Layout detail:
Window x 1 to 26, y 30 to 55 um. Cells in grey, sequential cells in the stronger grey; small squares are vias.
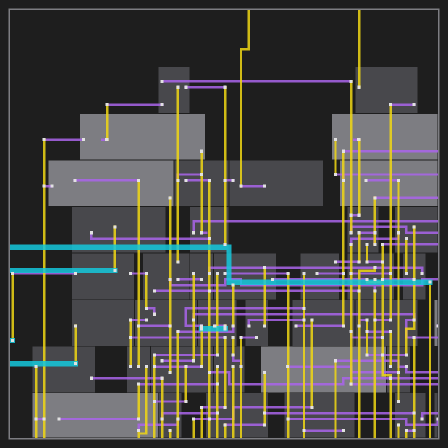
Drive-strength map:
Drawn at 6 px/um.
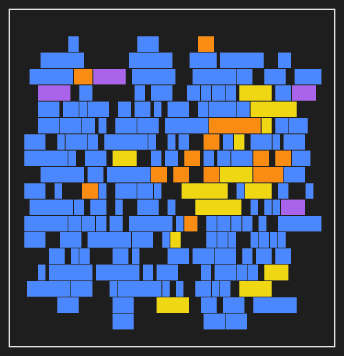
$ cat src/rtl/sequence_generator.sv
// ---------------------------------------------------------------------------
// sequence_generator
//
// Tick-paced serial bit-pattern transmitter, the counterpart of the sequence
// detector. A start request in IDLE captures an N-bit pattern, which is then
// shifted out MSB-first, one bit per tick. The pattern is repeated
// max(reps,1) times with no gap between repetitions. A one-clk done pulse
// follows the last bit.
//
// Optional feature macro: SEQ_GEN_CONTINUOUS_EN
//   When defined, the `continuous` port is added. If continuous is high at
//   the end-of-pattern tick of the last repetition, the pattern is reloaded
//   and transmission keeps going.
//
// Parameters
//   N           pattern length in bits (>= 2)
//   IDLE_LEVEL  value driven on `out` when not transmitting
//
// Ports
//   clk            clock
//   reset          synchronous, active-high reset
//   tick           one-clk-wide bit-rate enable
//   start          transmission request, sampled every clk while in IDLE
//   pattern[N-1:0] bits to send, MSB first, captured on an accepted start
//   reps[3:0]      transmission count, 0 is treated as 1
//   continuous     (SEQ_GEN_CONTINUOUS_EN only) loop forever while high
//   out            serial bit stream
//   busy           high while shifting
//   done           one-clk pulse after the final bit
//   current_state  FSM state: IDLE=00, SHIFT=01, DONE=10
// ---------------------------------------------------------------------------
module sequence_generator #(
  parameter int   N          = 8,
  parameter logic IDLE_LEVEL = 1'b0
) (
  input  logic         clk,
  input  logic         reset,
  input  logic         tick,
  input  logic         start,
  input  logic [N-1:0] pattern,
  input  logic [3:0]   reps,
`ifdef SEQ_GEN_CONTINUOUS_EN
  input  logic         continuous,
`endif
  output logic         out,
  output logic         busy,
  output logic         done,
  output logic [1:0]   current_state
);

  localparam int            CW       = (N > 1) ? $clog2(N) : 1;
  localparam logic [CW-1:0] LAST_BIT = CW'(N - 1);

  typedef enum logic [1:0] {
    IDLE  = 2'b00,
    SHIFT = 2'b01,
    DONE  = 2'b10
  } state_t;

  state_t         state_q, state_d;
  logic [N-1:0]   shreg_q, shreg_d;
  logic [N-1:0]   pat_q, pat_d;
  logic [CW-1:0]  bit_cnt_q, bit_cnt_d;
  logic [3:0]     rep_cnt_q, rep_cnt_d;
  logic           cont_en;

`ifdef SEQ_GEN_CONTINUOUS_EN
  assign cont_en = continuous;
`else
  assign cont_en = 1'b0;
`endif

  // State register. Reset aborts any transmission immediately and clears all
  // captured data, so no done pulse can follow a reset.
  always_ff @(posedge clk) begin
    if (reset) begin
      state_q   <= IDLE;
      shreg_q   <= '0;
      pat_q     <= '0;
      bit_cnt_q <= '0;
      rep_cnt_q <= '0;
    end else begin
      state_q   <= state_d;
      shreg_q   <= shreg_d;
      pat_q     <= pat_d;
      bit_cnt_q <= bit_cnt_d;
      rep_cnt_q <= rep_cnt_d;
    end
  end

  // Next-state logic. Everything holds unless a start is accepted in IDLE or
  // a tick arrives in SHIFT. The end-of-pattern tick either reloads the
  // pattern (more repetitions, or continuous mode) or moves on to DONE.
  // The unused encoding 11 falls into the default branch and recovers to IDLE.
  always_comb begin
    state_d   = state_q;
    shreg_d   = shreg_q;
    pat_d     = pat_q;
    bit_cnt_d = bit_cnt_q;
    rep_cnt_d = rep_cnt_q;
    case (state_q)
      IDLE: begin
        if (start) begin
          pat_d     = pattern;
          shreg_d   = pattern;
          bit_cnt_d = '0;
          rep_cnt_d = (reps == 4'd0) ? 4'd0 : reps - 4'd1;
          state_d   = SHIFT;
        end
      end
      SHIFT: begin
        if (tick) begin
          if (bit_cnt_q != LAST_BIT) begin
            shreg_d   = shreg_q << 1;
            bit_cnt_d = bit_cnt_q + CW'(1);
          end else if (rep_cnt_q != 4'd0) begin
            shreg_d   = pat_q;
            bit_cnt_d = '0;
            rep_cnt_d = rep_cnt_q - 4'd1;
          end else if (cont_en) begin
            shreg_d   = pat_q;
            bit_cnt_d = '0;
          end else begin
            state_d   = DONE;
          end
        end
      end
      DONE: begin
        state_d = IDLE;
      end
      default: begin
        state_d = IDLE;
      end
    endcase
  end

  // Outputs are decoded purely from registered state.
  assign out           = (state_q == SHIFT) ? shreg_q[N-1] : IDLE_LEVEL;
  assign busy          = (state_q == SHIFT);
  assign done          = (state_q == DONE);
  assign current_state = state_q;

endmodule

$ cat config.mk
export PLATFORM = sky130hd
export DESIGN_NAME = sequence_generator
export DESIGN_NICKNAME = d
export VERILOG_FILES = /design/src/rtl/sequence_generator.sv
export SDC_FILE = /design/constraint.sdc
export NUM_CORES = 1
export LEC_CHECK = 0
export CAP_MARGIN = 20
export CORE_AREA = 2 2 52 54
export CTS_BUF_LIST = sky130_fd_sc_hd__clkbuf_4
export DETAILED_ROUTE_END_ITERATION = 8
export DIE_AREA = 0 0 54 56
export GPL_TIMING_DRIVEN = 0
export PLACE_DENSITY = 0.92
export SLEW_MARGIN = 20
export SYNTH_ARGS = -nofsm -noshare
export SYNTH_HDL_FRONTEND = slang
export SYNTH_SLANG_ARGS = --single-unit
$ cat constraint.sdc
create_clock -name clk -period 1.9 [get_ports clk]
set_input_delay 0.38 -clock clk [delete_from_list [all_inputs] [get_ports clk]]
set_output_delay 0.38 -clock clk [all_outputs]
set_load 0.05 [all_outputs]
==> results.cfg <==
; physical design summary
[status]
status = finished clean

[route]
first_iter_violations = 22
viasPerCell = 5.73
dr.pass1.iters = 4

[final_layout]
seq_cell_count = 25
design_area_mm2 = 0.00165
final-clk-cell-share = 0.0183
buffer_area_frac = 0.181
drive_above_1_share = 0.170
final_common_cell = dfxtp_1
final_cell_count_no_fill = 206

[sta]
clock_skew_ps = 12.9
max_freq_mhz = 546
final-setup-viol-count = 0
worstMarginPinSlew_ps = 516
holdWs_ps = 474
rsz0062_at_grt = false

[synthesis]
top_area_frac = 0.381
synthArstFlopShare = 0
yosysWarnings = 0

[power_and_ir_drop]
power_clock_mw = 0.251
powerSeq_mw = 0.581
power.leakage_nw = 0.649
p_comb_mw = 0.267
finalPower_mw = 1.10

[critical_path]
endpoint = shreg_q[0]
critPathRequiredTime_ps = 2140

[die]
initial_utilization = 0.540

[cts]
ctsHtreeMaxLevel = 1
insertion_delay_ps = 320

[min_path]
min_from = reset

[place]
preCtsSetupSlack_ps = -394
## Picture notes: 'layout detail'
| layer | colour |
|---|---|
| M3 | cyan |
| M2 | yellow |
| M1 | purple |
netlist names of flops here include: `shreg_q` (4), `pat_q` (2)
cells with their middle in the window: 36
sequential cells in the window: 6
most frequent: mux2i_1 (7), dfxtp_1 (6)

## Picture notes: 'drive-strength map'
| size | colour | cells | share |
|---|---|---|---|
| x3 and x4 | orange | 13 | 7.4% |
| x2 | yellow | 13 | 7.4% |
| x6 and larger | purple | 4 | 2.3% |
| x1 and smaller | blue | 146 | 83% |
Signal buffers: 33
Layout area overhead: 25.2%

